## src/rtl/lc3_decode_pkg.sv

```systemverilog
// Shared LC3 decode-queue definitions: opcodes, writeback select encoding and
// the pre-decoded control bundle carried alongside each queued instruction.
package lc3_decode_pkg;

    localparam logic [3:0] OP_BR  = 4'b0000;
    localparam logic [3:0] OP_ADD = 4'b0001;
    localparam logic [3:0] OP_LD  = 4'b0010;
    localparam logic [3:0] OP_AND = 4'b0101;
    localparam logic [3:0] OP_LDR = 4'b0110;
    localparam logic [3:0] OP_RTI = 4'b1000;
    localparam logic [3:0] OP_NOT = 4'b1001;
    localparam logic [3:0] OP_LDI = 4'b1010;
    localparam logic [3:0] OP_STI = 4'b1011;
    localparam logic [3:0] OP_JMP = 4'b1100;
    localparam logic [3:0] OP_RES = 4'b1101;
    localparam logic [3:0] OP_LEA = 4'b1110;

    typedef enum logic [1:0] {
        WB_ALU = 2'd0,
        WB_MEM = 2'd1,
        WB_PC  = 2'd2
    } wb_sel_e;

    typedef struct packed {
        logic    w_en;
        wb_sel_e w_control;
        logic    mem_control;
        logic    is_branch;
        logic    illegal;
    } decode_ctrl_t;

    localparam decode_ctrl_t CTRL_NONE = '{
        w_en:        1'b0,
        w_control:   WB_ALU,
        mem_control: 1'b0,
        is_branch:   1'b0,
        illegal:     1'b0
    };

endpackage

```

## src/rtl/lc3_predecode.sv

```systemverilog
// Combinational opcode pre-decoder; results are stored with the instruction so
// the head of the queue needs no decode logic on the execute path.
module lc3_predecode
    import lc3_decode_pkg::*;
(
    input  logic [3:0]   op_i,
    output decode_ctrl_t ctrl_o
);

    always_comb begin
        ctrl_o = CTRL_NONE;
        case (op_i)
            OP_ADD, OP_AND, OP_NOT: begin
                ctrl_o.w_en      = 1'b1;
                ctrl_o.w_control = WB_ALU;
            end
            OP_LD, OP_LDR, OP_LDI: begin
                ctrl_o.w_en      = 1'b1;
                ctrl_o.w_control = WB_MEM;
            end
            OP_LEA: begin
                ctrl_o.w_en      = 1'b1;
                ctrl_o.w_control = WB_PC;
            end
            default: ;
        endcase
        ctrl_o.mem_control = (op_i == OP_LDI) || (op_i == OP_STI);
        ctrl_o.is_branch   = (op_i == OP_BR) || (op_i == OP_JMP);
        ctrl_o.illegal     = (op_i == OP_RES) || (op_i == OP_RTI);
    end

endmodule

```

## src/rtl/lc3_decode_queue.sv

```systemverilog
// LC3 decode input queue: DEPTH-entry FIFO between fetch and execute with
// pre-decoded control fields and a synchronous flush for branch redirects.
module lc3_decode_queue
    import lc3_decode_pkg::*;
#(
    parameter int unsigned INSTR_W = 16,
    parameter int unsigned ADDR_W  = 16,
    parameter int unsigned PSR_W   = 4,
    parameter int unsigned DEPTH   = 4
) (
    input  logic                       clock,
    input  logic                       reset,
    input  logic                       enable_decode,
    input  logic [INSTR_W-1:0]         dout,
    input  logic [ADDR_W-1:0]          npc_in,
    input  logic [PSR_W-1:0]           psr,
    output logic                       decode_ready,
    input  logic                       flush,
    output logic                       out_valid,
    input  logic                       out_ready,
    output logic [INSTR_W-1:0]         ir,
    output logic [ADDR_W-1:0]          npc_out,
    output logic [PSR_W-1:0]           psr_out,
    output logic                       w_en,
    output logic [1:0]                 w_control,
    output logic                       mem_control,
    output logic                       is_branch,
    output logic                       illegal,
    output logic [$clog2(DEPTH+1)-1:0] count
);

    localparam int unsigned PTR_W = $clog2(DEPTH);
    localparam int unsigned CNT_W = $clog2(DEPTH + 1);

    logic [PTR_W-1:0]   wr_ptr_q, wr_ptr_d;
    logic [PTR_W-1:0]   rd_ptr_q, rd_ptr_d;
    logic [CNT_W-1:0]   count_q, count_d;
    logic [INSTR_W-1:0] ir_q   [DEPTH];
    logic [ADDR_W-1:0]  npc_q  [DEPTH];
    logic [PSR_W-1:0]   psr_q  [DEPTH];
    decode_ctrl_t       ctrl_q [DEPTH];

    decode_ctrl_t ctrl_in;
    decode_ctrl_t ctrl_head;
    logic         push;
    logic         pop;

    lc3_predecode u_predecode (
        .op_i   (dout[INSTR_W-1 -: 4]),
        .ctrl_o (ctrl_in)
    );

    // Ready depends only on stored occupancy, never on out_ready.
    assign decode_ready = (count_q != CNT_W'(DEPTH)) & ~reset;
    assign out_valid    = (count_q != '0);
    assign push         = enable_decode & decode_ready & ~flush;
    assign pop          = out_valid & out_ready & ~flush;

    always_comb begin
        wr_ptr_d = wr_ptr_q;
        rd_ptr_d = rd_ptr_q;
        count_d  = count_q;
        if (flush) begin
            wr_ptr_d = '0;
            rd_ptr_d = '0;
            count_d  = '0;
        end else begin
            if (push) wr_ptr_d = wr_ptr_q + PTR_W'(1);
            if (pop)  rd_ptr_d = rd_ptr_q + PTR_W'(1);
            if (push && !pop) count_d = count_q + CNT_W'(1);
            if (pop && !push) count_d = count_q - CNT_W'(1);
        end
    end

    always_ff @(posedge clock) begin
        if (reset) begin
            wr_ptr_q <= '0;
            rd_ptr_q <= '0;
            count_q  <= '0;
            for (int i = 0; i < int'(DEPTH); i++) begin
                ir_q[i]   <= '0;
                npc_q[i]  <= '0;
                psr_q[i]  <= '0;
                ctrl_q[i] <= CTRL_NONE;
            end
        end else begin
            wr_ptr_q <= wr_ptr_d;
            rd_ptr_q <= rd_ptr_d;
            count_q  <= count_d;
            if (push) begin
                ir_q[wr_ptr_q]   <= dout;
                npc_q[wr_ptr_q]  <= npc_in;
                psr_q[wr_ptr_q]  <= psr;
                ctrl_q[wr_ptr_q] <= ctrl_in;
            end
        end
    end

    assign ctrl_head   = ctrl_q[rd_ptr_q];
    assign ir          = ir_q[rd_ptr_q];
    assign npc_out     = npc_q[rd_ptr_q];
    assign psr_out     = psr_q[rd_ptr_q];
    assign w_en        = ctrl_head.w_en;
    assign w_control   = ctrl_head.w_control;
    assign mem_control = ctrl_head.mem_control;
    assign is_branch   = ctrl_head.is_branch;
    assign illegal     = ctrl_head.illegal;
    assign count       = count_q;

endmodule

```

## config.mk

```make
export PLATFORM = sky130hd
export DESIGN_NAME = lc3_decode_queue
export DESIGN_NICKNAME = d
export VERILOG_FILES = /design/src/rtl/lc3_decode_pkg.sv /design/src/rtl/lc3_predecode.sv /design/src/rtl/lc3_decode_queue.sv
export SDC_FILE = /design/constraint.sdc
export NUM_CORES = 1
export LEC_CHECK = 0
export CAP_MARGIN = 15
export CORE_UTILIZATION = 45
export DETAILED_ROUTE_END_ITERATION = 10
export PLACE_DENSITY = 0.66
export SLEW_MARGIN = 20
export SYNTH_ARGS = -nofsm -noshare
export SYNTH_HDL_FRONTEND = slang
export SYNTH_SLANG_ARGS = --single-unit
```

## constraint.sdc

```tcl
create_clock -name clock -period 2.93 [get_ports clock]
set_clock_uncertainty 0.2 [all_clocks]
set_input_delay 0.293 -clock clock [delete_from_list [all_inputs] [get_ports clock]]
set_output_delay 0.293 -clock clock [all_outputs]
set_load 0.005 [all_outputs]
```

### Signal metal coverage by tile

Scale: 3 px per micron. The die is cut into 27 by 27 equal tiles; white is low, dark blue is high, scaled to the fullest tile. Values are wire area over tile area, all layers added.
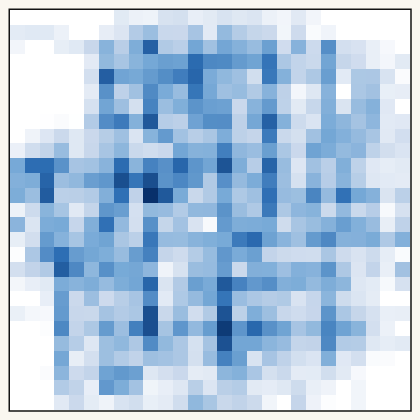
emptiest ninth of the die: upper left
fullest tile: 0.43
nearly empty tiles: 12%
mean over tiles: 0.14

### Routing congestion

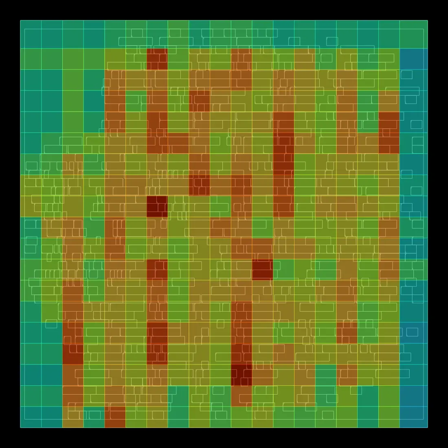
met1 global-route usage: 25.6%
met2 usage: 34.3%
Total Routing Usage GR: 20.0%
wire length per cell: 20.2 microns

==> reports/qor.txt <==
grt total ovfl - 0
row count - 47
GP Congestion - 0.762
first-pass GRT wire length - 25.9 mm
Nets - 616
outcome - completed
main flop type - edfxtp_1
number of global-route vias before repair - 4569
via count - 4285
Critical path buffers and inverters - 2
fmax - 0.362 GHz
DR iter-0 viols - 292
largest net degree at the start of global routing - 43
Crit Path Class - reg2out
Mapped Area - 0.00777 sq mm
ANT cells - 0
Critical Path Fanout Max - 14
top cells, area - edfxtp_1, mux4_2, and2_1
crit path DRT - 2.44 ns
cell area after placement - 0.00898 sq mm
setup TNS - 0 ns
Max Cap Viol - 0
total clock buffers created by CTS - 17
floorplan core density - 46.5%
Layout area overhead - 23.2%
share of layout cells above drive strength 1 - 17.8%
Area leader share - 64.9%
syn avg cell area - 16.2 sq um
CTS tree - built
HP Class - reg2reg
Clock Latency Late Sink - 0.42 ns
OpenROAD warnings - 26
final worst path period need - 2.77 ns
Die Y - 133 microns
CP top delay family - buffers and inverters
Seq/Total Area, Yosys - 67.3%
Num Clock Sinks - 177
Synth Instances - 480
maximum VDD drop - 0.000369 V
Slew headroom - 55.8%
io pins - 88
Total Wirelength - 16.3 mm
H-tree levels - 4
Critical Path, Cell by Cell - buf_4, mux4_2, clkdlybuf4s50_1
### Wires at chosen ports, followed through buffers

Scale: 4 px per micron.
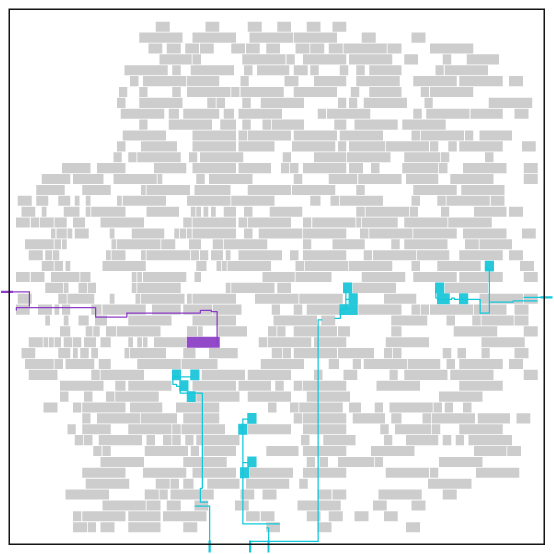
| color | port | bits | direction | end cells | wire |
|---|---|---|---|---|---|
| cyan | psr | 4 | input | 16 | 238 microns |
| purple | is_branch | 1 | output | 1 | 71.3 microns |

[per-layer routing]
| metal | GRT usage (%) | up-vias | wire (microns) |
|---|---|---|---|
| met4 | 5.68 | 0 | 209 |
| met5 | 0 | - | 0 |
| met3 | 4.38 | 16 | 509 |
| met1 | 25.6 | 2221 | 7110 |
| met2 | 34.3 | 75 | 8460 |
| li1 | - | 1973 | - |
[synth_stat cells, types with 2 or more instances]
| library cell | count |
|---|---|
| edfxtp_1 | 168 |
| and2_1 | 105 |
| mux4_2 | 42 |
| and3_1 | 40 |
| nor2_1 | 33 |
| clkbuf_1 | 15 |
| buf_6 | 12 |
| dfxtp_1 | 9 |
| buf_2 | 7 |
| nor2b_1 | 5 |
| xor2_1 | 5 |
| inv_1 | 4 |
| nand2_1 | 4 |
| nand3_1 | 4 |
| a21oi_1 | 3 |
| and2_4 | 3 |
| nand2b_1 | 3 |
| or3_1 | 3 |
| nand3b_1 | 2 |
| o21ai_0 | 2 |
[timing repair]
item	in CTS	in global routing
resized	0	2
buffers inserted	0	0
endpoints found under the setup margin	0	1
[where the power goes]
group / switching, mW / internal (mW) / leakage (nW)
Clock: 0.921 / 1.34 / 0.271
Sequential: 0.0303 / 2.87 / 1.82
Combinational: 0.172 / 0.202 / 1.40
Total: 1.12 / 4.41 / 3.50
[stage by stage]
step	cells	hold WS, ns	utilization [%]	setup WS, ns	total power, mW
after global placement	774	0.300	53.7	0.380	3.33
after floorplan	480	0.265	-	0.340	3.10
after detailed placement	774	0.310	53.7	0.329	3.34
final	805	0.318	57.3	0.164	5.54
after CTS	805	0.325	57.3	0.0335	5.58
after global routing	805	0.358	57.3	0.0331	5.71
[cell families after synthesis]
| kind of cell | synth area share (%) |
|---|---|
| DFF | 67.3 |
| muxes | 12.3 |
| buffers and inverters | 3.11 |
| and+or+nand+nor | 15.6 |
| adders and majority gates | 0.419 |
| xor gates and xnor gates | 0.677 |
| AOI/OAI and AO/OA | 0.644 |
[cell type report]
cell class              instances  area [sq um]  area share, %
inverters                       4          15.0          0.157
clock buffers                  18           429           4.48
flip-flops and latches        177          5230           54.6
multi-input cells             265          2320           24.2
clock inverters                13           161           1.69
repair buffers                108          1140           12.0
well taps                     220           275           2.88
[cells in the final DEF, fill, tap and decap left out, drive strengths merged, types with 7 or more instances in the layout]
master / synthesis / final
nor2: 33 / 33
buf: 19 / 21
and3: 40 / 40
dfxtp: 9 / 9
and2: 108 / 108
clkbuf: 15 / 18
edfxtp: 168 / 168
inv: 4 / 7
clkdlybuf4s50: 0 / 87
mux4: 42 / 42
[flip-flops by register name (all words and copies together) (netlist names), named ones only]
register / count
psr_q: 16
rd_ptr_q: 2
ir_q: 64
npc_q: 64
count: 3
ctrl_q: 24
wr_ptr_q: 2
[worst paths after layout]
check | depth (start not counted) | to | slack, ns
min reg2reg | 1 | wr_ptr_q[0] | 0.32
min | 1 | wr_ptr_q[0] | 0.32
max reg2reg | 8 | count[2] | 0.47
max | 3 | w_control[1] | 0.16
Power figures rest on the tool's default switching activity, not on a simulated workload.
